`config.mk`:
```
export PLATFORM = sky130hd
export DESIGN_NAME = fetch
export DESIGN_NICKNAME = d
export VERILOG_FILES = /design/src/rtl/fetch_pkg.sv /design/src/rtl/fetch_pc_register.sv /design/src/rtl/fetch.sv
export SDC_FILE = /design/constraint.sdc
export NUM_CORES = 1
export LEC_CHECK = 0
export ABC_AREA = 1
export ABC_CLOCK_PERIOD_IN_PS = 2200
export CORE_MARGIN = 5
export CORE_UTILIZATION = 45
export DETAILED_ROUTE_END_ITERATION = 10
export MAX_ROUTING_LAYER = met4
export PLACE_DENSITY = 0.78
export SETUP_SLACK_MARGIN = 0.4
export SYNTH_ARGS = -nofsm -noshare
export SYNTH_HDL_FRONTEND = slang
export SYNTH_SLANG_ARGS = --single-unit
```
`constraint.sdc`:
```
create_clock -name clk -period 2.2 [get_ports clk]
set_clock_uncertainty 0.05 [all_clocks]
set_input_delay 0.44 -clock clk [delete_from_list [all_inputs] [get_ports clk]]
set_output_delay 0.44 -clock clk [all_outputs]
set_load 0.01 [all_outputs]
```
`src/rtl/fetch_pkg.sv`:
```
// Shared types for the RV32I fetch stage: FSM encoding, reset PC and PC helpers.
package fetch_pkg;

  localparam logic [31:0] RV32I_RESET_PC = 32'h0000_0060;

  typedef enum logic [1:0] {
    FETCH  = 2'd0,
    SQUASH = 2'd1,
    HOLD   = 2'd2
  } fetch_state_t;

  // Instruction fetch is word-granular; low address bits are simply dropped.
  function automatic logic [31:0] word_align(input logic [31:0] a);
    return a & 32'hFFFF_FFFC;
  endfunction

endpackage

```
`src/rtl/fetch_pc_register.sv`:
```
// Architectural request PC: 32-bit register with load enable and async reset to RESET_PC.
module pc_register
  import fetch_pkg::*;
#(
  parameter logic [31:0] RESET_PC = RV32I_RESET_PC
) (
  input  logic        clk,
  input  logic        rst_n,
  input  logic        i_load,
  input  logic [31:0] i_d,
  output logic [31:0] o_q
);

  logic [31:0] r_pc;

  always_ff @(posedge clk or negedge rst_n) begin
    if (!rst_n) begin
      r_pc <= RESET_PC;
    end else if (i_load) begin
      r_pc <= i_d;
    end
  end

  assign o_q = r_pc;

endmodule

```
`src/rtl/fetch.sv`:
```
// IF stage: issues I-cache word reads for req_pc and delivers {pc, instr, valid} through
// a registered IF/ID boundary, with a one-entry skid buffer for stall and redirect squash.
module fetch
  import fetch_pkg::*;
#(
  parameter logic [31:0] RESET_PC = RV32I_RESET_PC
) (
  input  logic         clk,
  input  logic         rst_n,
  input  logic         stall,
  input  logic         redirect,
  input  logic [31:0]  redirect_pc,
  output logic         imem_read,
  output logic [31:0]  imem_address,
  input  logic [31:0]  imem_rdata,
  input  logic         imem_resp,
  output logic [31:0]  pc_out,
  output logic [31:0]  instr_out,
  output logic         valid_out,
  output fetch_state_t dbg_state
);

  // Handshake: a read is outstanding while imem_read=1; imem_address must not change
  // until the single-cycle imem_resp pulse completes it. IF/ID holds while stall=1.

  fetch_state_t r_state, w_next;
  logic [31:0]  w_req_pc, w_pc_d, w_redirect_pc;
  logic         w_pc_load, w_tgt_load, w_skid_load;
  logic [31:0]  r_tgt, r_skid_pc, r_skid_instr;
  logic [31:0]  r_pc_out, r_instr_out;
  logic         r_valid_out;
  logic [31:0]  w_ifid_pc, w_ifid_instr;
  logic         w_ifid_valid;

  pc_register #(.RESET_PC(RESET_PC)) u_pc (
    .clk    (clk),
    .rst_n  (rst_n),
    .i_load (w_pc_load),
    .i_d    (w_pc_d),
    .o_q    (w_req_pc)
  );

  assign w_redirect_pc = word_align(redirect_pc);
  assign imem_address  = w_req_pc;
  assign imem_read     = rst_n & (r_state != HOLD);
  assign pc_out        = r_pc_out;
  assign instr_out     = r_instr_out;
  assign valid_out     = r_valid_out;
  assign dbg_state     = r_state;

  always_comb begin
    w_next       = r_state;
    w_pc_load    = 1'b0;
    w_pc_d       = w_req_pc;
    w_tgt_load   = 1'b0;
    w_skid_load  = 1'b0;
    w_ifid_pc    = r_pc_out;
    w_ifid_instr = r_instr_out;
    w_ifid_valid = r_valid_out;
    case (r_state)
      FETCH: begin
        if (redirect) begin
          w_ifid_valid = 1'b0;
          if (imem_resp) begin
            w_pc_load = 1'b1;
            w_pc_d    = w_redirect_pc;
          end else begin
            // Address must stay put until the stale read completes.
            w_tgt_load = 1'b1;
            w_next     = SQUASH;
          end
        end else if (imem_resp) begin
          if (stall) begin
            w_skid_load = 1'b1;
            w_next      = HOLD;
          end else begin
            w_ifid_pc    = w_req_pc;
            w_ifid_instr = imem_rdata;
            w_ifid_valid = 1'b1;
            w_pc_load    = 1'b1;
            w_pc_d       = w_req_pc + 32'd4;
          end
        end else if (!stall) begin
          w_ifid_valid = 1'b0;
        end
      end
      SQUASH: begin
        if (redirect || !stall) begin
          w_ifid_valid = 1'b0;
        end
        w_tgt_load = redirect;
        if (imem_resp) begin
          w_pc_load = 1'b1;
          w_pc_d    = redirect ? w_redirect_pc : r_tgt;
          w_next    = FETCH;
        end
      end
      HOLD: begin
        if (redirect) begin
          w_ifid_valid = 1'b0;
          w_pc_load    = 1'b1;
          w_pc_d       = w_redirect_pc;
          w_next       = FETCH;
        end else if (!stall) begin
          w_ifid_pc    = r_skid_pc;
          w_ifid_instr = r_skid_instr;
          w_ifid_valid = 1'b1;
          w_pc_load    = 1'b1;
          w_pc_d       = r_skid_pc + 32'd4;
          w_next       = FETCH;
        end
      end
      default: w_next = FETCH;
    endcase
  end

  always_ff @(posedge clk or negedge rst_n) begin
    if (!rst_n) begin
      r_state      <= FETCH;
      r_tgt        <= '0;
      r_skid_pc    <= '0;
      r_skid_instr <= '0;
      r_pc_out     <= '0;
      r_instr_out  <= '0;
      r_valid_out  <= 1'b0;
    end else begin
      r_state     <= w_next;
      r_pc_out    <= w_ifid_pc;
      r_instr_out <= w_ifid_instr;
      r_valid_out <= w_ifid_valid;
      if (w_tgt_load) begin
        r_tgt <= w_redirect_pc;
      end
      if (w_skid_load) begin
        r_skid_pc    <= w_req_pc;
        r_skid_instr <= imem_rdata;
      end
    end
  end

endmodule
```
==> impl_metrics.env <==
# yosys + openroad results
export IMPL_async_flop_share_pct=100
export IMPL_tool_warnings=36
export IMPL_min_delay_path_class="input pin to asynchronous set/reset pin"
export IMPL_total_power_mw=21.5
export IMPL_reg2reg_slack_ns=0.15
export IMPL_max_clock_freq_ghz=0.488
export IMPL_finish_cell_count_without_fillers=2105
export IMPL_worstSetupEndpointType="register"
export IMPL_routed_wirelength_um=37800
export IMPL_critical_path_n_buffers_inverters=5
export IMPL_post_place_ws_ns=-0.0772
export IMPL_finish_instance_area_sq_um=15600
export IMPL_outcome="finished clean"
export IMPL_worstPathRequired_ns=2.49
export IMPL_cp_start_kind="register"
export IMPL_ctsLongestPathBuffers=2
export IMPL_yosys_most_used_dff="sky130_fd_sc_hd__dfrtp_1"
export IMPL_syn_inst_count=1528
export IMPL_clkPwrFrac_pct=15.1
export IMPL_layout_nets=1843
export IMPL_dr_vias_cell=5.48
export IMPL_synthXorXnorAreaFrac_pct=0.319
export IMPL_timing_setup_critical_path_class="register to register"
export IMPL_globalplace_congestion=0.949
## placed cells by master, fill, tap and decap left out, types with 4 or more instances in the layout
| cell | synthesis | final |
|---|---|---|
| sky130_fd_sc_hd__mux2_4 | 0 | 5 |
| sky130_fd_sc_hd__nand2_2 | 6 | 34 |
| sky130_fd_sc_hd__dlygate4sd2_1 | 0 | 77 |
| sky130_fd_sc_hd__inv_8 | 0 | 6 |
| sky130_fd_sc_hd__a22oi_1 | 9 | 7 |
| sky130_fd_sc_hd__o21ai_2 | 0 | 16 |
| sky130_fd_sc_hd__o21a_1 | 64 | 64 |
| sky130_fd_sc_hd__a21oi_2 | 2 | 17 |
| sky130_fd_sc_hd__nand3_1 | 60 | 58 |
| sky130_fd_sc_hd__nand2_1 | 526 | 484 |
| sky130_fd_sc_hd__inv_1 | 143 | 138 |
| sky130_fd_sc_hd__nand2_4 | 0 | 14 |
| sky130_fd_sc_hd__buf_4 | 5 | 62 |
| sky130_fd_sc_hd__xor2_1 | 4 | 4 |
| sky130_fd_sc_hd__nor2_2 | 9 | 13 |
| sky130_fd_sc_hd__clkinv_8 | 0 | 5 |
| sky130_fd_sc_hd__dfrtp_1 | 191 | 166 |
| sky130_fd_sc_hd__o21ai_1 | 9 | 19 |
| sky130_fd_sc_hd__nand4_1 | 4 | 4 |
| sky130_fd_sc_hd__dfrtp_2 | 0 | 25 |
| sky130_fd_sc_hd__inv_2 | 6 | 10 |
| sky130_fd_sc_hd__buf_12 | 0 | 20 |
| sky130_fd_sc_hd__buf_6 | 4 | 14 |
| sky130_fd_sc_hd__clkbuf_16 | 0 | 21 |
| sky130_fd_sc_hd__buf_8 | 0 | 5 |
| sky130_fd_sc_hd__clkdlybuf4s50_1 | 0 | 64 |
| sky130_fd_sc_hd__dlymetal6s2s_1 | 0 | 19 |
| sky130_fd_sc_hd__a21oi_1 | 52 | 36 |
| sky130_fd_sc_hd__o211ai_1 | 13 | 13 |
| sky130_fd_sc_hd__nor2_1 | 118 | 107 |
| sky130_fd_sc_hd__nor2_4 | 9 | 16 |
| sky130_fd_sc_hd__o21ai_0 | 191 | 164 |
| sky130_fd_sc_hd__buf_16 | 0 | 21 |
## power groups by stage
stage | Sequential, mW | Clock [mW] | Combinational, mW
after floorplan | 6.82 | 0 | 4.97
after global placement | 6.74 | 0 | 9.03
after detailed placement | 6.83 | 0 | 9.22
after CTS | 6.62 | 3.29 | 10.7
after global routing | 6.87 | 3.43 | 12.6
final | 6.67 | 3.25 | 11.6
## cells by family after synthesis
family	count (synthesis)
simple gates	746
buf+inv	224
fa+ha+maj	6
mux	5
xor+xnor	4
compound gates	350
flops	193
## routing by layer
layer / global-route usage (%) / up-vias / share of wire, %
li1: - / 5400 / -
met1: 35.9 / 5456 / 43
met2: 40.3 / 564 / 46
met3: 4.52 / 115 / 7.6
met4: 8.96 / 0 / 3.3
met5: - / - / 0
## cell type report
type	instances	area, sq um	share of cell area [%]
multi-input combinational	1111	5690	36.6
clock buffer	17	425	2.73
inverter	152	579	3.72
timing repair buffer	293	3410	21.9
sequential	193	4860	31.2
clock inverter	15	196	1.26
tap	324	405	2.60
Nets reached from selected ports:
(2 px per um)
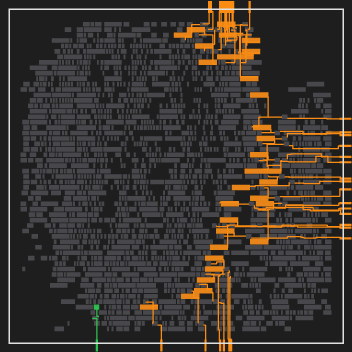
| colour | port | bits | direction | end cells | buffers | wire |
|---|---|---|---|---|---|---|
| green | `stall` | 1 | input | 2 | 1 | 21.1 um |
| orange | `pc_out` | 32 | output | 32 | 32 | 1360 um |

M1 wires:
(3 px per um) Supply wires on this layer in grey. Cells faint in the background.
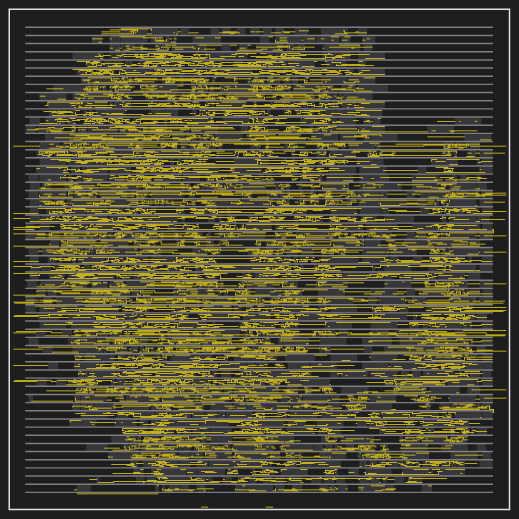
nets with wire on the layer: 1695
main direction: horizontal
wire length on this layer: 16300 um
share of all routed wire: 43%
longest straight run: 55.2 um

Cell outlines without signal wires:
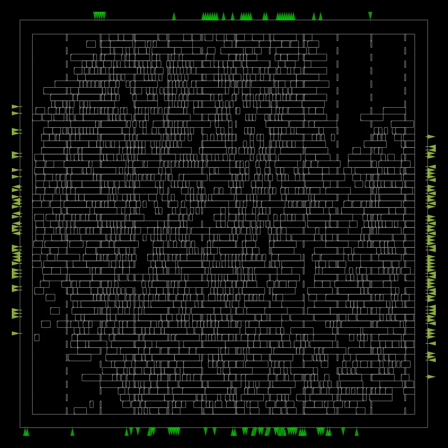
Util after Layout: 64.4%
core box area: 24200 sq um
Seq area share: 31.2%
flip-flop and latch count: 193
Core Rows: 57

Cells by drive strength:
(2 px per um)
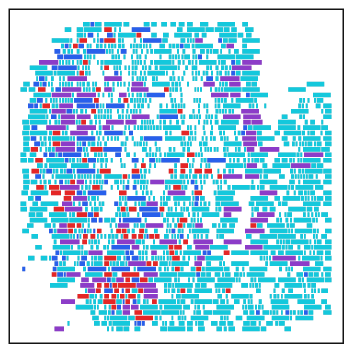
| colour | size | cells | share |
|---|---|---|---|
| blue | drive 2 | 131 | 7.4% |
| red | drive 3 to 4 | 108 | 6.1% |
| purple | drive 6 and up | 97 | 5.4% |
| cyan | drive 1 or less | 1445 | 81% |

Power figures rest on the tool's default switching activity, not on a simulated workload.
